`src/rtl/bmem_arbiter_if.sv`:
```
// Cache-side DFP ports and bmem port of the line arbiter, bundled for connection.
// slave is the arbiter's view; master is the view of the caches plus memory.
`timescale 1ns/1ps
interface bmem_arbiter_if #(
  parameter int unsigned LINE_BITS = 256,
  parameter int unsigned BEAT_BITS = 64
);
  logic [31:0]          icache_dfp_addr;
  logic                 icache_dfp_read;
  logic [LINE_BITS-1:0] icache_dfp_rdata;
  logic                 icache_dfp_resp;

  logic [31:0]          dcache_dfp_addr;
  logic                 dcache_dfp_read;
  logic                 dcache_dfp_write;
  logic [LINE_BITS-1:0] dcache_dfp_wdata;
  logic [LINE_BITS-1:0] dcache_dfp_rdata;
  logic                 dcache_dfp_resp;

  logic [31:0]          bmem_addr;
  logic                 bmem_read;
  logic                 bmem_write;
  logic [BEAT_BITS-1:0] bmem_wdata;
  logic                 bmem_ready;
  logic [31:0]          bmem_raddr;
  logic [BEAT_BITS-1:0] bmem_rdata;
  logic                 bmem_rvalid;

  modport slave (
    input  icache_dfp_addr, icache_dfp_read,
    input  dcache_dfp_addr, dcache_dfp_read, dcache_dfp_write, dcache_dfp_wdata,
    input  bmem_ready, bmem_raddr, bmem_rdata, bmem_rvalid,
    output icache_dfp_rdata, icache_dfp_resp,
    output dcache_dfp_rdata, dcache_dfp_resp,
    output bmem_addr, bmem_read, bmem_write, bmem_wdata
  );

  modport master (
    output icache_dfp_addr, icache_dfp_read,
    output dcache_dfp_addr, dcache_dfp_read, dcache_dfp_write, dcache_dfp_wdata,
    output bmem_ready, bmem_raddr, bmem_rdata, bmem_rvalid,
    input  icache_dfp_rdata, icache_dfp_resp,
    input  dcache_dfp_rdata, dcache_dfp_resp,
    input  bmem_addr, bmem_read, bmem_write, bmem_wdata
  );
endinterface

```
`src/rtl/bmem_arbiter.sv`:
```
// Round-robin arbiter between I-cache and D-cache line ports and banked memory.
// One transaction at a time: reads gather BEATS beats into a line, writes serialize one.
`timescale 1ns/1ps
module bmem_arbiter #(
  parameter int unsigned LINE_BITS = 256,
  parameter int unsigned BEAT_BITS = 64
) (
  input  logic          clk,
  input  logic          rst,
  bmem_arbiter_if.slave bus
);
  localparam int unsigned BEATS = LINE_BITS / BEAT_BITS;
  localparam int unsigned CNT_W = (BEATS > 1) ? $clog2(BEATS) : 1;
  localparam logic [CNT_W-1:0] LAST_BEAT = CNT_W'(BEATS - 1);
  localparam logic [31:0] ALIGN_MASK = ~32'(LINE_BITS / 8 - 1);

  typedef enum logic [2:0] {IDLE, RD_REQ, RD_WAIT, WR_BURST, RESP} state_t;
  typedef enum logic {ICACHE, DCACHE} client_t;

  state_t                          state_q, state_d;
  client_t                         grant_d, client_q, last_grant_q;
  logic [CNT_W-1:0]                beat_cnt_q;
  logic [31:0]                     addr_q, grant_addr;
  logic [BEATS-1:0][BEAT_BITS-1:0] wdata_q, line_q, line_d;
  logic [LINE_BITS-1:0]            ic_rdata_q, dc_rdata_q;
  logic                            ic_req, dc_req, any_req, grant_write;
  logic                            beat_store, beat_accept, is_last;
  logic                            unused_raddr;

  // Memory returns in order with a single read outstanding, so the tag is never needed.
  assign unused_raddr = ^bus.bmem_raddr;

  always_comb begin
    ic_req      = bus.icache_dfp_read;
    dc_req      = bus.dcache_dfp_read | bus.dcache_dfp_write;
    any_req     = ic_req | dc_req;
    grant_d     = ICACHE;
    if (ic_req && dc_req) begin
      grant_d = (last_grant_q == ICACHE) ? DCACHE : ICACHE;
    end else if (dc_req) begin
      grant_d = DCACHE;
    end
    // A simultaneous D-cache read and write is treated as a write.
    grant_write = (grant_d == DCACHE) && bus.dcache_dfp_write;
    grant_addr  = ((grant_d == ICACHE) ? bus.icache_dfp_addr : bus.dcache_dfp_addr) & ALIGN_MASK;
    beat_store  = (state_q == RD_WAIT) && bus.bmem_rvalid;
    beat_accept = (state_q == WR_BURST) && bus.bmem_ready;
    is_last     = (beat_cnt_q == LAST_BEAT);
    line_d      = line_q;
    if (beat_store) begin
      line_d[beat_cnt_q] = bus.bmem_rdata;
    end
  end

  always_comb begin
    state_d = state_q;
    unique case (state_q)
      IDLE:     if (any_req) state_d = grant_write ? WR_BURST : RD_REQ;
      RD_REQ:   if (bus.bmem_ready) state_d = RD_WAIT;
      RD_WAIT:  if (beat_store && is_last) state_d = RESP;
      WR_BURST: if (beat_accept && is_last) state_d = RESP;
      RESP:     state_d = IDLE;
      default:  state_d = IDLE;
    endcase
  end

  always_ff @(posedge clk or posedge rst) begin
    if (rst) begin
      state_q <= IDLE;
    end else begin
      state_q <= state_d;
    end
  end

  always_ff @(posedge clk or posedge rst) begin
    if (rst) begin
      client_q     <= ICACHE;
      last_grant_q <= DCACHE;
      beat_cnt_q   <= '0;
      addr_q       <= '0;
      wdata_q      <= '0;
      line_q       <= '0;
      ic_rdata_q   <= '0;
      dc_rdata_q   <= '0;
    end else begin
      unique case (state_q)
        IDLE: begin
          if (any_req) begin
            client_q     <= grant_d;
            last_grant_q <= grant_d;
            addr_q       <= grant_addr;
            wdata_q      <= bus.dcache_dfp_wdata;
            beat_cnt_q   <= '0;
          end
        end
        RD_REQ: begin
          if (bus.bmem_ready) beat_cnt_q <= '0;
        end
        RD_WAIT: begin
          if (beat_store) begin
            line_q     <= line_d;
            beat_cnt_q <= beat_cnt_q + 1'b1;
            // Publish the line when its last beat lands so rdata is valid during RESP.
            if (is_last) begin
              if (client_q == ICACHE) ic_rdata_q <= line_d;
              else                    dc_rdata_q <= line_d;
            end
          end
        end
        WR_BURST: begin
          if (beat_accept) beat_cnt_q <= beat_cnt_q + 1'b1;
        end
        RESP: begin
          beat_cnt_q <= '0;
        end
        default: beat_cnt_q <= '0;
      endcase
    end
  end

  always_comb begin
    bus.bmem_read        = (state_q == RD_REQ);
    bus.bmem_write       = (state_q == WR_BURST);
    bus.bmem_addr        = '0;
    bus.bmem_wdata       = '0;
    if ((state_q == RD_REQ) || (state_q == WR_BURST)) begin
      bus.bmem_addr = addr_q;
    end
    if (state_q == WR_BURST) begin
      bus.bmem_wdata = wdata_q[beat_cnt_q];
    end
    bus.icache_dfp_resp  = (state_q == RESP) && (client_q == ICACHE);
    bus.dcache_dfp_resp  = (state_q == RESP) && (client_q == DCACHE);
    bus.icache_dfp_rdata = ic_rdata_q;
    bus.dcache_dfp_rdata = dc_rdata_q;
  end
endmodule

```
`src/flat_wrapper.sv`:
```
// flat-port wrapper written by rule: the top's interface ports become plain ports
module bmem_arbiter_flat 
#(
  parameter int unsigned LINE_BITS = 256,
  parameter int unsigned BEAT_BITS = 64
)
  (clk, rst, bus_icache_dfp_addr, bus_icache_dfp_read, bus_dcache_dfp_addr, bus_dcache_dfp_read, bus_dcache_dfp_write, bus_dcache_dfp_wdata, bus_bmem_ready, bus_bmem_raddr, bus_bmem_rdata, bus_bmem_rvalid, bus_icache_dfp_rdata, bus_icache_dfp_resp, bus_dcache_dfp_rdata, bus_dcache_dfp_resp, bus_bmem_addr, bus_bmem_read, bus_bmem_write, bus_bmem_wdata);
  bmem_arbiter_if #(.LINE_BITS(LINE_BITS), .BEAT_BITS(BEAT_BITS)) bus_i ();
  input  logic clk;
  input  logic rst;
  input wire logic [$bits(bus_i.icache_dfp_addr)-1:0] bus_icache_dfp_addr;
  input wire logic [$bits(bus_i.icache_dfp_read)-1:0] bus_icache_dfp_read;
  input wire logic [$bits(bus_i.dcache_dfp_addr)-1:0] bus_dcache_dfp_addr;
  input wire logic [$bits(bus_i.dcache_dfp_read)-1:0] bus_dcache_dfp_read;
  input wire logic [$bits(bus_i.dcache_dfp_write)-1:0] bus_dcache_dfp_write;
  input wire logic [$bits(bus_i.dcache_dfp_wdata)-1:0] bus_dcache_dfp_wdata;
  input wire logic [$bits(bus_i.bmem_ready)-1:0] bus_bmem_ready;
  input wire logic [$bits(bus_i.bmem_raddr)-1:0] bus_bmem_raddr;
  input wire logic [$bits(bus_i.bmem_rdata)-1:0] bus_bmem_rdata;
  input wire logic [$bits(bus_i.bmem_rvalid)-1:0] bus_bmem_rvalid;
  output wire logic [$bits(bus_i.icache_dfp_rdata)-1:0] bus_icache_dfp_rdata;
  output wire logic [$bits(bus_i.icache_dfp_resp)-1:0] bus_icache_dfp_resp;
  output wire logic [$bits(bus_i.dcache_dfp_rdata)-1:0] bus_dcache_dfp_rdata;
  output wire logic [$bits(bus_i.dcache_dfp_resp)-1:0] bus_dcache_dfp_resp;
  output wire logic [$bits(bus_i.bmem_addr)-1:0] bus_bmem_addr;
  output wire logic [$bits(bus_i.bmem_read)-1:0] bus_bmem_read;
  output wire logic [$bits(bus_i.bmem_write)-1:0] bus_bmem_write;
  output wire logic [$bits(bus_i.bmem_wdata)-1:0] bus_bmem_wdata;
  assign bus_i.icache_dfp_addr = bus_icache_dfp_addr;
  assign bus_i.icache_dfp_read = bus_icache_dfp_read;
  assign bus_i.dcache_dfp_addr = bus_dcache_dfp_addr;
  assign bus_i.dcache_dfp_read = bus_dcache_dfp_read;
  assign bus_i.dcache_dfp_write = bus_dcache_dfp_write;
  assign bus_i.dcache_dfp_wdata = bus_dcache_dfp_wdata;
  assign bus_i.bmem_ready = bus_bmem_ready;
  assign bus_i.bmem_raddr = bus_bmem_raddr;
  assign bus_i.bmem_rdata = bus_bmem_rdata;
  assign bus_i.bmem_rvalid = bus_bmem_rvalid;
  assign bus_icache_dfp_rdata = bus_i.icache_dfp_rdata;
  assign bus_icache_dfp_resp = bus_i.icache_dfp_resp;
  assign bus_dcache_dfp_rdata = bus_i.dcache_dfp_rdata;
  assign bus_dcache_dfp_resp = bus_i.dcache_dfp_resp;
  assign bus_bmem_addr = bus_i.bmem_addr;
  assign bus_bmem_read = bus_i.bmem_read;
  assign bus_bmem_write = bus_i.bmem_write;
  assign bus_bmem_wdata = bus_i.bmem_wdata;
  bmem_arbiter #(.LINE_BITS(LINE_BITS), .BEAT_BITS(BEAT_BITS)) u_core (.clk(clk), .rst(rst), .bus(bus_i));
endmodule
```
`config.mk`:
```
export PLATFORM = sky130hd
export DESIGN_NAME = bmem_arbiter_flat
export DESIGN_NICKNAME = d
export VERILOG_FILES = /design/src/rtl/bmem_arbiter_if.sv /design/src/rtl/bmem_arbiter.sv /design/src/flat_wrapper.sv
export SDC_FILE = /design/constraint.sdc
export NUM_CORES = 2
export LEC_CHECK = 0
export ABC_AREA = 1
export CORE_AREA = 10 10 393 395
export DETAILED_ROUTE_END_ITERATION = 8
export DIE_AREA = 0 0 403 405
export GPL_TIMING_DRIVEN = 1
export SLEW_MARGIN = 0
export SYNTH_ARGS = -nofsm -noshare
export SYNTH_HDL_FRONTEND = slang
export SYNTH_SLANG_ARGS = --single-unit
```
`constraint.sdc`:
```
create_clock -name clk -period 32.1 [get_ports clk]
set_input_delay 3.21 -clock clk [delete_from_list [all_inputs] [get_ports clk]]
set_output_delay 3.21 -clock clk [all_outputs]
set_load 0.1 [all_outputs]
```
wire_density.png
Scale bar: 100 µm. 20 x 20 tiles, from dark purple (low) to yellow (high), scaled to the fullest tile. Values are wire area over tile area, all layers added.
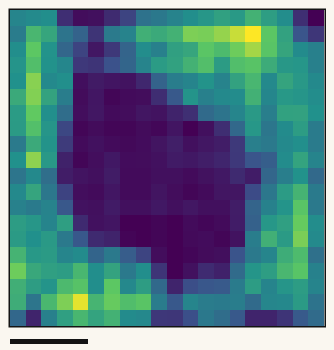
tiles over half the peak: 31%
fullest tile: 0.45
mean over tiles: 0.16
nearly empty tiles: 5.5%
vias: 34452
final WL: 157000 µm
WL/cell: 21.21 µm
All-Layer GR Usage: 18.65%

final_congestion.png
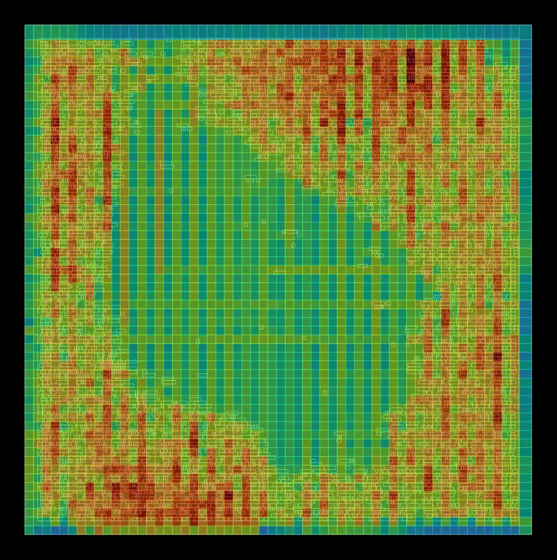
fin util: 39.74%
GRT busiest layer: met2

cell_classes.png
Scale bar: 100 µm.
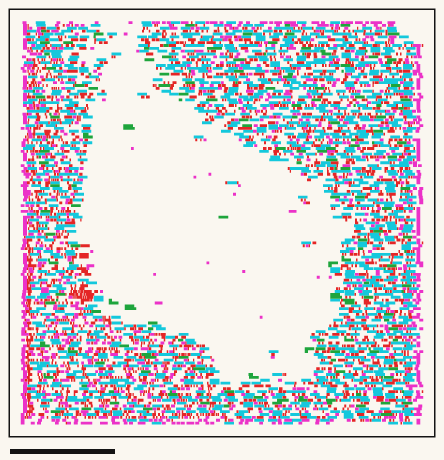
| color | class | cells |
|---|---|---|
| cyan | flip-flops | 1058 |
| green | clock drivers and dummy loads | 199 |
| magenta | other buffers and delay cells | 1034 |
| red | all other logic | 3155 |
total core area: 146800 µm²
area of all placed cells without fillers: 58330 µm²
Core Rows: 141
Seq area share: 45.41%

port_nets.png
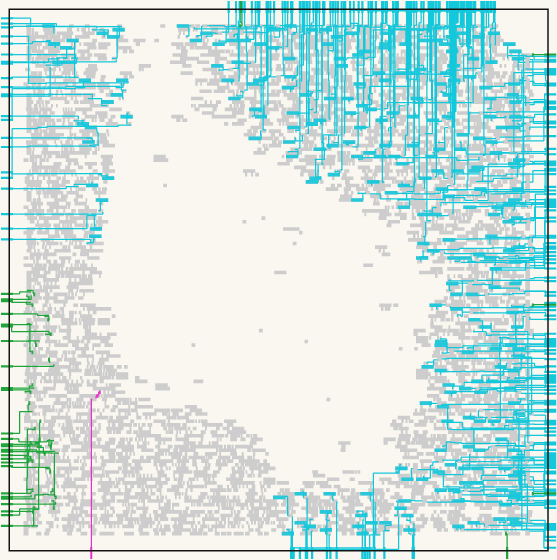
| color | port | bits | direction | edge | end cells | wire |
|---|---|---|---|---|---|---|
| green | bus_bmem_addr | 32 | output | 27 west, 3 east, 1 north, 1 south | 32 | 1020 µm |
| magenta | bus_bmem_ready | 1 | input | south | 2 | 120 µm |
| cyan | bus_dcache_dfp_rdata | 256 | output | 117 east, 99 north, 22 west, 18 south | 256 | 18300 µm |

==> registers in the layout, indices dropped and copies added, names as in the netlist <==
register and count:
u_core.line_q 256, u_core.client_q 1, u_core.state_q 3, u_core.bus.icache_dfp_rdata 256
u_core.bus.dcache_dfp_rdata 256, u_core.last_grant_q 1, u_core.addr_q 27, u_core.beat_cnt_q 2
u_core.wdata_q 256
==> kinds of logic (layout without fill, tap and decap cells) <==
logic type	after synthesis	after routing	share of synthesized area (%)
flops	1058	1058	61.30
simple gates	1512	1512	13.23
other cells	1	30	0.008683
compound gates	1179	1179	14.18
buf+inv	519	1432	5.226
mux	256	256	5.933
fa+ha+maj	4	4	0.1159
==> worst max-delay path, delay by kind of cell, from the launching register on <==
family / cells / cell delay [ps]
buffers and inverters: 3 / 2550
AOI/OAI and AO/OA: 2 / 710
DFF: 1 / 820
==> layout make-up <==
class	count	area share, %
multi-input combinational	2956	24.94
tap	1930	4.140
antenna	25	0.1073
timing repair buffer	1034	17.64
clock inverter	28	0.7036
inverter	199	1.291
clock buffer	171	5.773
sequential	1058	45.41
==> routing by layer <==
metal  track usage (%)  part of all wire (%)
met1             23.57                    42
met2             29.04                    45
met3             6.104                   8.7
met4             8.252                   3.9
met5                 0                 0.059
==> worst max path at each step <==
stage | endpoint | depth (start not counted) | slack (ps)
floorplan | u_core.addr_q[10]$_DFFE_PP0P_ | 1 | 14300
detailed placement | u_core.bus.icache_dfp_rdata[223]$_DFFE_PP0P_ | 9 | 24160
global placement | u_core.bus.icache_dfp_rdata[223]$_DFFE_PP0P_ | 9 | 24250
global route | bus_bmem_wdata[29] | 5 | 23840
finish | bus_bmem_wdata[29] | 5 | 24050
CTS | bus_bmem_wdata[29] | 5 | 24050
==> cells in the final DEF (no fill, tap or decap), drive strengths merged, types with 90 or more instances in the layout <==
master         count
a21oi            383
clkbuf           171
clkdlybuf4s50    979
dfrtp           1057
inv              201
mux2i            256
nand2           1198
nor2             303
o211ai            90
o21ai            706
==> through the flow <==
stage,cells
global route,7395
CTS,7376
detailed placement,7177
global placement,7177
finish,7401
floorplan,4533
==> flow_summary_export.csv <==
group,metric,value,unit
run_status,status,"completed",
floorplanning,die_w,403,µm
cells_and_area,drive_gt1_share,4.462,%
yosys,yosysTopAreaCellShare,61.24,%
hold_path,hold_path_class,"reg2reg",
yosys,yosysMostFrequentCell,"nand2_1",
drt,drc,0,
critical_path,rr_endpoint,"u_core.bus.icache_dfp_rdata[87]$_DFFE_PP0P_",
clock_tree,htreeDepth,3,
clock_tree,path_clk_slew,60,ps
placement,placed_cell_area,54490,µm²
yosys,synth_flops,1058,
drt,ant_nets,0,
critical_path,crit_slowest_cell,"clkdlybuf4s50_1",
clock_tree,cts_resized,0,
timing,setup_ws,24050,ps
cells_and_area,final.fill_count,14571,
clock_tree,clockBufferDepth,3,
grt,grt_max_degree,247,
cells_and_area,nNetsFinal,5790,
floorplanning,ioPinCount,1035,
timing,slew_violations,0,
yosys,synth-edff-count,0,
floorplanning,fp_util,29.42,%
timing,relSlewSlack,16.55,%
critical_path,r2r_slack,26960,ps
timing,period_used_share,25.09,%
placement,dp_hpwl,113500,µm
timing,skew,105.9,ps
job,warnings,108,
hold_path,hold_end,"u_core.wdata_q[17]$_DFFE_PP0P_",
job,drv_cap,0,
critical_path,cp-start-kind,"flop",
clock_tree,clkLatencyLatePin,760,ps
timing,fmax,0.1242,GHz
critical_path,startpoint,"u_core.beat_cnt_q[0]$_DFFE_PP0P_",
cells_and_area,register_area,26480,µm²
floorplanning,chipHeight,405,µm
timing,tightest_slew,1248,ps
